## src/rtl/buzzer_beep_scheduler.sv

```systemverilog
// Buzzer beep scheduler: fixed-priority arbitration of four requesters
// onto one buzzer pin, then playback of the owner's latched beep pattern.
module buzzer_beep_scheduler #(
  parameter int DIV_W          = 16,
  parameter int DUR_W          = 24,
  parameter int REP_W          = 4,
  parameter bit BUZZER_ACT_LOW = 1'b1
) (
  input  logic               FPGA_CLK,
  input  logic               FPGA_RST,
  input  logic [3:0]         req,
  input  logic [4*DIV_W-1:0] tone_div,
  input  logic [4*DUR_W-1:0] on_len,
  input  logic [4*DUR_W-1:0] off_len,
  input  logic [4*REP_W-1:0] reps,
  output logic [3:0]         grant,
  output logic               busy,
  output logic [3:0]         done,
  output logic               FPGA_BUZZER
);

  typedef enum logic [1:0] {
    S_IDLE,
    S_ON,
    S_OFF,
    S_DONE
  } state_t;

  state_t             state_q, state_d;
  logic [3:0]         grant_q, grant_d;
  logic [3:0]         done_q, done_d;
  logic               tone_q, tone_d;
  logic [1:0]         owner_q, owner_d;
  logic [DIV_W-1:0]   div_q, div_d;
  logic [DUR_W-1:0]   on_last_q, on_last_d;
  logic [DUR_W-1:0]   off_q, off_d;
  logic [REP_W-1:0]   rep_q, rep_d;
  logic [DUR_W-1:0]   dur_q, dur_d;
  logic [DIV_W-1:0]   tcnt_q, tcnt_d;

  logic [1:0]         win_idx;
  logic [DIV_W-1:0]   div_sel;
  logic [DUR_W-1:0]   on_sel;
  logic [DUR_W-1:0]   off_sel;
  logic [REP_W-1:0]   rep_sel;
  logic               owner_req;

  // Lowest-index requester wins; its config slice is picked for latching.
  always_comb begin
    win_idx = 2'd0;
    for (int i = 3; i >= 0; i--) begin
      if (req[i]) win_idx = 2'(i);
    end
    div_sel = tone_div[int'(win_idx)*DIV_W +: DIV_W];
    on_sel  = on_len[int'(win_idx)*DUR_W +: DUR_W];
    off_sel = off_len[int'(win_idx)*DUR_W +: DUR_W];
    rep_sel = reps[int'(win_idx)*REP_W +: REP_W];
  end

  assign owner_req = req[owner_q];

  // Next-state and datapath updates for the pattern sequencer.
  always_comb begin
    state_d   = state_q;
    grant_d   = grant_q;
    done_d    = '0;
    tone_d    = tone_q;
    owner_d   = owner_q;
    div_d     = div_q;
    on_last_d = on_last_q;
    off_d     = off_q;
    rep_d     = rep_q;
    dur_d     = dur_q;
    tcnt_d    = tcnt_q;
    unique case (state_q)
      S_IDLE: begin
        grant_d = '0;
        tone_d  = 1'b0;
        if (|req) begin
          state_d   = S_ON;
          grant_d   = 4'b0001 << win_idx;
          owner_d   = win_idx;
          div_d     = div_sel;
          on_last_d = (on_sel == '0) ? '0 : on_sel - DUR_W'(1);
          off_d     = off_sel;
          rep_d     = (rep_sel == '0) ? REP_W'(1) : rep_sel;
          dur_d     = '0;
          tcnt_d    = '0;
          tone_d    = 1'b1;
        end
      end
      S_ON: begin
        if (!owner_req) begin
          state_d = S_IDLE;
          grant_d = '0;
          tone_d  = 1'b0;
          dur_d   = '0;
          tcnt_d  = '0;
        end else if (dur_q == on_last_q) begin
          dur_d  = '0;
          tcnt_d = '0;
          if (rep_q == REP_W'(1)) begin
            state_d = S_DONE;
            done_d  = grant_q;
            tone_d  = 1'b0;
          end else begin
            rep_d = rep_q - REP_W'(1);
            if (off_q == '0) begin
              state_d = S_ON;
              tone_d  = 1'b1;
            end else begin
              state_d = S_OFF;
              tone_d  = 1'b0;
            end
          end
        end else begin
          dur_d = dur_q + DUR_W'(1);
          if (div_q == '0) begin
            tone_d = 1'b1;
          end else if (tcnt_q == div_q - DIV_W'(1)) begin
            tone_d = ~tone_q;
            tcnt_d = '0;
          end else begin
            tcnt_d = tcnt_q + DIV_W'(1);
          end
        end
      end
      S_OFF: begin
        tone_d = 1'b0;
        if (!owner_req) begin
          state_d = S_IDLE;
          grant_d = '0;
          dur_d   = '0;
          tcnt_d  = '0;
        end else if (dur_q == off_q - DUR_W'(1)) begin
          state_d = S_ON;
          tone_d  = 1'b1;
          dur_d   = '0;
          tcnt_d  = '0;
        end else begin
          dur_d = dur_q + DUR_W'(1);
        end
      end
      S_DONE: begin
        state_d = S_IDLE;
        grant_d = '0;
        tone_d  = 1'b0;
        dur_d   = '0;
        tcnt_d  = '0;
      end
      default: begin
        state_d = S_IDLE;
        grant_d = '0;
        tone_d  = 1'b0;
      end
    endcase
  end

  // State and datapath registers, cleared asynchronously.
  always_ff @(posedge FPGA_CLK or posedge FPGA_RST) begin
    if (FPGA_RST) begin
      state_q   <= S_IDLE;
      grant_q   <= '0;
      done_q    <= '0;
      tone_q    <= 1'b0;
      owner_q   <= '0;
      div_q     <= '0;
      on_last_q <= '0;
      off_q     <= '0;
      rep_q     <= '0;
      dur_q     <= '0;
      tcnt_q    <= '0;
    end else begin
      state_q   <= state_d;
      grant_q   <= grant_d;
      done_q    <= done_d;
      tone_q    <= tone_d;
      owner_q   <= owner_d;
      div_q     <= div_d;
      on_last_q <= on_last_d;
      off_q     <= off_d;
      rep_q     <= rep_d;
      dur_q     <= dur_d;
      tcnt_q    <= tcnt_d;
    end
  end

  assign grant       = grant_q;
  assign busy        = |grant_q;
  assign done        = done_q;
  assign FPGA_BUZZER = BUZZER_ACT_LOW ? ~tone_q : tone_q;

endmodule

```

## config.mk

```make
export PLATFORM = sky130hd
export DESIGN_NAME = buzzer_beep_scheduler
export DESIGN_NICKNAME = d
export VERILOG_FILES = /design/src/rtl/buzzer_beep_scheduler.sv
export SDC_FILE = /design/constraint.sdc
export NUM_CORES = 1
export LEC_CHECK = 0
export CAP_MARGIN = 20
export CORE_MARGIN = 2
export CORE_UTILIZATION = 50
export DETAILED_ROUTE_END_ITERATION = 8
export PLACE_DENSITY_LB_ADDON = 0.15
export SLEW_MARGIN = 40
export SYNTH_ARGS = -nofsm -noshare
export SYNTH_HDL_FRONTEND = slang
export SYNTH_SLANG_ARGS = --single-unit
```

## constraint.sdc

```tcl
create_clock -name FPGA_CLK -period 6.38 [get_ports FPGA_CLK]
set_input_delay 1.914 -clock FPGA_CLK [delete_from_list [all_inputs] [get_ports FPGA_CLK]]
set_output_delay 1.914 -clock FPGA_CLK [all_outputs]
set_load 0.02 [all_outputs]
```

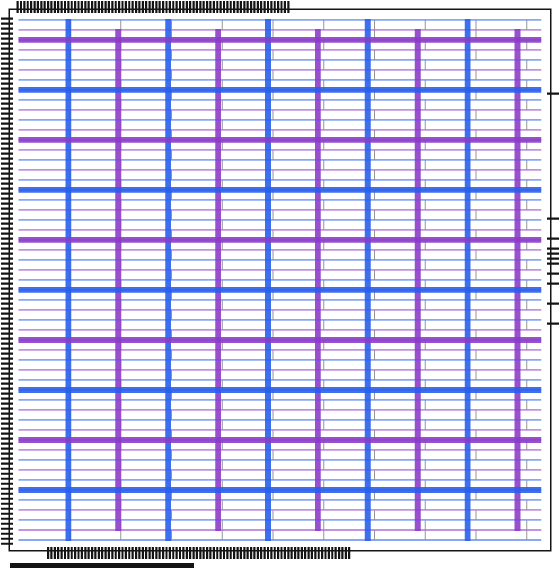
*PDN straps and rails, run 1*
Bar = 50 um. Pins as bars on the die edge. Tap cells in grey.
purple -> VDD
blue -> VSS
rows = 52
signal pins = 288
tap cells = 270
maximum vdd drop: 0.000212 V
Vert. Die Dim: 147 um
die span in x: 147 um
total core area: 20100 um^2

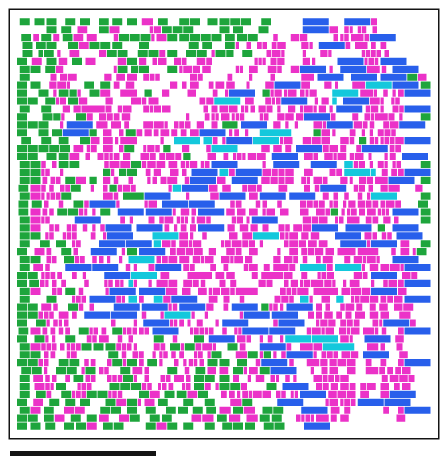
*Placed cells, one colour a class, run 1*
Bar = 50 um.
green -> other buffers and delay cells  # cells 308, share of their area 23%
blue -> flops  # cells 121, share of their area 22%
magenta -> combinational and other logic  # cells 1069, share of their area 51%
cyan -> clock drivers and dummy loads  # cells 31, share of their area 4.3%
number of rows created at floorplan: 52
design area: 13800 um^2
final design utilization: 68.8%
share of the final layout cell area in sequential cells: 21.9%

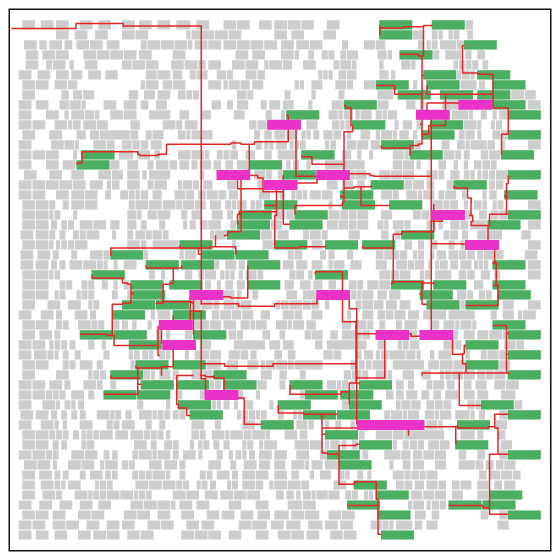
*Routed clock nets over the placement, run 1*
magenta -> clock drivers  # count 17
red -> clock wires  # length 1740 um
green -> flip-flops  # count 121
flops lie = spread over the die
Clk pwr share: 22.9%
final worst clock skew: 0.0108 ns

==> results.yml, run 1 <==
# physical design summary
clocking:
  longest_clk_path_bufs: 2
  clk_latency_ns: 0.43
  clock_tree.htree_level_count: 4
  cts_tree: "yes"
  post_cts_setup_buffer_count: 0
setup_path:
  critPathCaptureType: "flop"
  crit_end: "on_last_q[19]"
  cp.arrival_ns: 5.84
  regToRegStartpoint: "off_q[0]"
  critical_path.startpoint_type: "input pin"
  ff2ff_setup_slack_ns: 2.26
  critical_path.top_delay_family: "simple AND/OR/NAND/NOR gates"
  cp_slowest_stage_delay_ns: 0.70
  cp_max_fo: 17
  required_ns: 6.64
cells_and_area:
  n_antenna_cell: 1
  clk_share_pct: 4.17
  nNonClkInverters: 30
  num-clock-buffers: 17
  area.share.combinational_pct: 48.6
  flip_flops: 121
  fin_nets: 1807
  biggestCellCategory: "logic gates"
  nonClkBufAreaFrac_pct: 22.0
  multiInputCombCellCount: 1039
synth:
  synth_sequential_area_ratio_pct: 29.7
  synth.lib_cells_used.distinct: 75
  synth.cellmix.compoundShare_pct: 25.1
  syn_nets: 1577
  adder_share_pct: 1.47
  synth-seq-cells: 121
  synth.logic.top_family: "AND-OR/OR-AND gates"
  synthMuxAreaShare_pct: 6.54
  synth-edff-count: 0
  synth-simple-area-share_pct: 23.8
  post_synth.cell_area_avg_um2: 7.93
  synthesis.yosys.warnings: 0
  cell_area_after_synthesis_um2: 10200
global_route:
  first_pass_grt_wire_length_mm: 56.3
  globalRouteOverflowTotal: 0
  initial_antenna_violation_count: 1
  first_global_vias: 10242
final_timing:
  layout_worst_path_cycle_share_pct: 87.4
  maxSlewHeadroom_pct: 46.1
  slew_violations: 0
  unrepaired_setup_endpoints_after_global_routing: "no"
  tightestPinTransition_ns: 0.797
  finalCriticalPeriod_ns: 5.57
  timing.final.hold_violations: 0
floorplanning:
  core_util_floorplan_pct: 50.7
  floorplan.io_pins: 288
  floorplan.tapcells: 270
route:
  drt_first_iter_violations: 855
  total_drc_errors_in_the_routed_layout: 0
  via_count: 10941
power:
  cellPowerDensity_nw_per_um2: 300
  power.total_w: 0.00415
  power.static_leakage_nw: 5.55
outcome:
  outcome: "completed"
flow_run:
  timing.max_cap.violations: 0
  stage_log_warnings: 31
place:
  place_worst_setup_slack_ns: 0.595
  globalplace.congestion: 0.944
min_path:
  timing.hold.worst_endpoint: "on_last_q[21]"
==> run 1: where the power goes <==
group / internal, W / switching, W / total (W)
Combinational: 0.000828 / 0.000996 / 0.00182
Clock: 0.000574 / 0.000377 / 0.000951
Sequential: 0.00101 / 0.000367 / 0.00138
Total: 0.00241 / 0.00174 / 0.00415
==> run 1: cells in the final DEF, fill, tap and decap left out, types with 24 or more instances in the layout <==
cell	n
xor2_1	40
xnor2_1	58
and3_1	26
o21ai_0	137
dfrtp_1	121
nor3_1	24
mux2i_1	52
a21oi_1	81
clkdlybuf4s50_1	286
nor2b_1	27
nand3_1	64
nand2_1	152
inv_1	28
nor2_1	52
==> run 1: synthesized netlist by cell type (8+ instances only) <==
master	number	area (um^2)
ha_1	12	150
o22ai_1	12	75.1
nand3_1	64	320
nand2b_1	10	62.6
nor2_1	54	203
nor4_1	17	106
inv_1	29	109
mux2_2	11	124
a21oi_1	81	405
a31oi_1	19	119
o31ai_1	19	143
nand2_1	152	571
mux2i_1	52	521
clkbuf_1	83	312
nor3_1	24	120
o221ai_1	19	166
o2bb2ai_1	11	96.3
nand3b_1	13	97.6
or2_2	11	68.8
nand4_1	18	113
nor2b_1	27	169
or4_1	11	82.6
and2_1	9	56.3
and3_1	26	163
a22oi_1	8	60.1
dfrtp_1	121	3030
xor2_1	40	350
o21ai_0	138	691
xnor2_1	58	508
a22o_1	18	158
==> run 1: layer usage <==
layer  wire [um]  vias to the layer above  GRT usage [%]  share of wire [%]
li1            -                     5216              -                  -
met1       16100                     5193           47.3                 45
met2       16500                      471           51.0                 46
met3        2870                       59           7.73                8.0
met4         643                        2           7.77                1.8
met5           9                        -              0              0.025
==> run 1: worst min-delay path: stages (launching register included) <==
cell and delay [ns]:
dfrtp_1 0.36, nand2_1 0.06, o31ai_1 0.05
==> inputs of run 2 (changes only) <==
Settings changed: ABC_AREA from default to 1, CTS_CLUSTER_SIZE from default to 8.
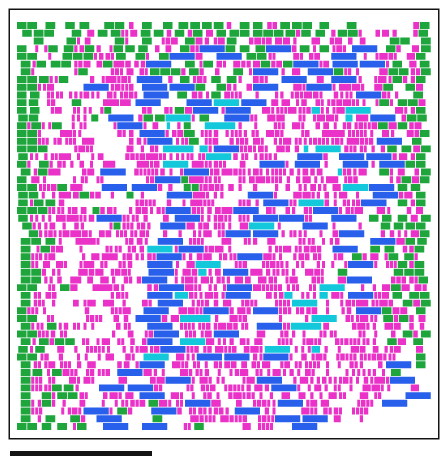
*Placed cells, one colour a class, run 2*
Bar = 50 um.
green -> other buffers and delay cells  # cells 297, share of their area 21%
magenta -> combinational and other logic  # cells 1485, share of their area 53%
cyan -> clock drivers and dummy loads  # cells 32, share of their area 4.5%
blue -> flops  # cells 121, share of their area 22%
number of rows created at floorplan: 53
share of the final layout cell area in sequential cells: 21.1%
design area: 14300 um^2
final design utilization: 68.0%
total core area: 21100 um^2

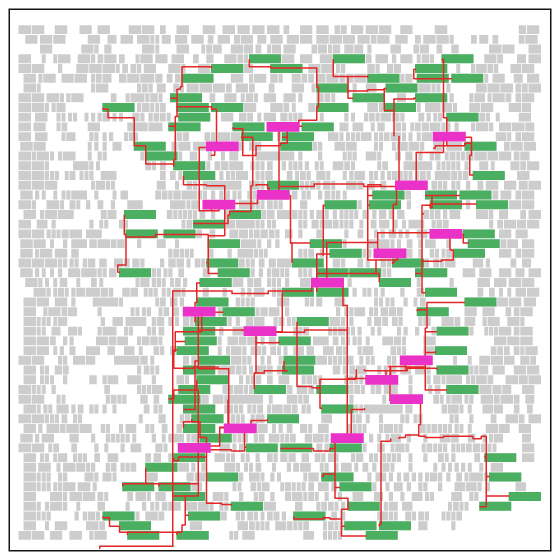
*Routed clock nets over the placement, run 2*
magenta -> clock drivers  # count 17
green -> flip-flops  # count 121
red -> clock wires  # length 1860 um
routed clock nets = 18
clk ins delay skew pair: 0.43 ns
Clk pwr share: 23.5%

==> run 2 against run 1 <==
Cell area is 3.7% higher. Final cell count is 23% higher. Worst hold slack worse by 0.0054 ns. Critical endpoint is now on_last_q[4]. Synthesized cell count is 31% higher. Via count is 9.2% higher. First-iteration DRC count is 13% lower. Power is 8.1% higher. Clock power is about 10% higher. Routed wire length is 4.4% higher. Core utilization is 0.79 points lower. Critical path type unchanged.
==> results.yml, run 2 <==
# physical design summary
final_timing:
  achievable-frequency_mhz: 212
  timing.clock.skew_ns: 0.0119
  layout_worst_path_cycle_share_pct: 73.9
  maxSlewHeadroom_pct: 49.4
  tightestPinTransition_ns: 0.758
  final_tns_setup_ns: 0
  layout_setup_ws_ns: 1.67
  setup_viol_count_final: 0
  slew_violations: 0
  fin_worst_hold_slack_ns: 0.507
  timing.final.hold_violations: 0
  unrepaired_setup_endpoints_after_global_routing: "no"
  finalCriticalPeriod_ns: 4.71
route:
  drt_first_iter_violations: 745
  final_routed_wirelength_across_all_metal_layers_mm: 37.7
  post_drt_via_cell_ratio: 5.41
  routed_wire_length_per_instance_um: 17.1
  final_antenna_net_count: 0
  via_count: 11949
  detail_route.first_pass.iterations: 5
  total_drc_errors_in_the_routed_layout: 0
synth:
  post_synth.cell_area_avg_um2: 6.42
  ys_async_sr_fraction_pct: 100
  synth-main-ff-cell: "dfrtp_1"
  synth.lib_cells_used.distinct: 50
  synth-edff-count: 0
  top_cells_by_count: "nand2_1, inv_1, nor2_1, dfrtp_1, nand3_1"
  synth_sequential_area_ratio_pct: 28.0
  synthesis.instances: 1683
  syn_nets: 1973
  synthesis.yosys.warnings: 0
  synth-seq-cells: 121
  chip_area_estimate_from_yosys_synthesis_um2: 10800
  synth.top_cell.area_share_pct: 28.0
  synthDominantAreaCellType: "dfrtp_1"
  cell_area_after_synthesis_um2: 10800
  netlist.top_cell.by_instances: "nand2_1"
  area_leaders: "dfrtp_1, nand2_1, inv_1"
  synth.yosys.num_cells: 1683
floorplanning:
  floorplan.io_pins: 288
  chip_footprint_um2: 22800
  die_h_um: 151
  core_util_floorplan_pct: 51.2
  die_span_in_x_um: 151
power:
  clockNetworkPower_w: 0.00106
  power.total_w: 0.00449
  seq_power_w: 0.00133
  sw_frac_of_total_pct: 44.2
  p_comb_w: 0.00210
  power.ir.vdd_worst_v: 0.000213
  largestPowerGroup: "combinational cells"
  part_of_the_total_power_dissipated_in_sequential_elements_pct: 29.7
  cellPowerDensity_nw_per_um2: 313
  power_frac_comb_pct: 46.8
  internal_power_w: 0.00250
  power.static_leakage_nw: 6.66
  p_switching_w: 0.00198
clocking:
  clkTransAtPathRegs_ns: 0.06
  cts_tree: "yes"
  ctsHoldBuffers: 0
  numClockSinks: 121
  tritoncts.num_buffers: 17
  clock_tree.htree_level_count: 4
  post_cts.resized_instances: 0
  longest_clk_path_bufs: 2
  clockRootBuffer: "clkbuf_16"
  post_cts_setup_buffer_count: 0
global_route:
  grtUsageTotal_pct: 32.4
  globalRouteOverflowTotal: 0
  grt_start_max_net_pins: 80
  first_global_vias: 11207
  initial_antenna_violation_count: 0
  first_pass_grt_wire_length_mm: 57.6
place:
  placed_instance_area_um2: 13700
  place_worst_setup_slack_ns: 1.24
  placement.io_buffers: 287
  dpl.hpwl_mm: 29.6
  dp.cells: 2178
  globalplace.congestion: 0.927
cells_and_area:
  finalNonFillerCells: 2210
  regs_by_ff_count: "dur_q: 24 flops, off_q: 24 flops, on_last_q: 24 flops"
  area_growth_syn_to_layout_pct: 32.7
  n_antenna_cell: 0
  fin_nets: 2212
  lay_top_cells: "nand2_1, clkdlybuf4s50_1, inv_1"
  drive_above_1_share_pct: 6.36
  final_layout_top_logic_cell: "nand2_1"
setup_path:
  cp_max_fo: 45
  cp.arrival_ns: 4.98
  critPathCaptureType: "flop"
  required_ns: 6.65
  worstSetupPathType: "input pin to flop"
  critical_path.startpoint_type: "input pin"
min_path:
  hp-class: "flop to flop"
outcome:
  outcome: "completed"
flow_run:
  timing.max_cap.violations: 0
  stage_log_warnings: 31
==> run 2: metal layers <==
| layer | share of wire [%] | routed length (um) | global-route usage (%) |
|---|---|---|---|
| met2 | 50 | 18800 | 58.6 |
| met3 | 7.3 | 2740 | 5.90 |
| met1 | 41 | 15300 | 39.3 |
| met5 | 0 | 0 | 0 |
| met4 | 2.3 | 883 | 9.67 |
==> run 2: worst max-delay path, cell delays in order <==
cell and delay [ns]:
clkdlybuf4s50_1 0.48, inv_2 0.10, nand2_2 0.10, nand2_1 0.12, nand2_4 0.26, or2_0 0.32
o211ai_2 0.07, nand2_2 0.10, inv_2 0.07, ha_1 0.15, inv_1 0.05, nor2_2 0.17
nand2_2 0.11, nor2_4 0.15, nand3b_4 0.10, o21ai_4 0.51, o22ai_1 0.16
==> run 2: layout make-up <==
cell class | count | area (um^2)
Clock buffer | 19 | 443
Fill cell | 1886 | 6750
Tap cell | 275 | 344
Sequential cell | 121 | 3030
Timing Repair Buffer | 297 | 2950
Clock inverter | 13 | 190
Multi-Input combinational cell | 1273 | 6580
Inverter | 212 | 798
==> run 2: final timing paths <==
path                       startpoint           end  slack, ns  depth (start not counted)
setup / recovery               req[2]  on_last_q[4]       1.67                         17
hold / removal             state_q[0]    state_q[0]       0.51                          2
setup reg to reg             dur_q[5]    tcnt_q[13]       3.50                         16
hold reg to reg            state_q[0]    state_q[0]       0.51                          2
max in group asynchronous    FPGA_RST  on_last_q[4]       3.44                          3
min in group asynchronous    FPGA_RST      div_q[6]       1.92                          2
==> run 2: cell families (layout without fill, tap and decap cells) <==
family,after synthesis,after routing,share of synthesized area [%]
and+or+nand+nor,906,906,36.3
buffers and inverters,289,541,11.2
AOI/OAI and AO/OA,262,262,15.4
DFF,121,121,28.0
xor gates and xnor gates,93,93,7.67
adders and majority gates,12,12,1.39
Power is estimated from default activity; no workload was simulated.
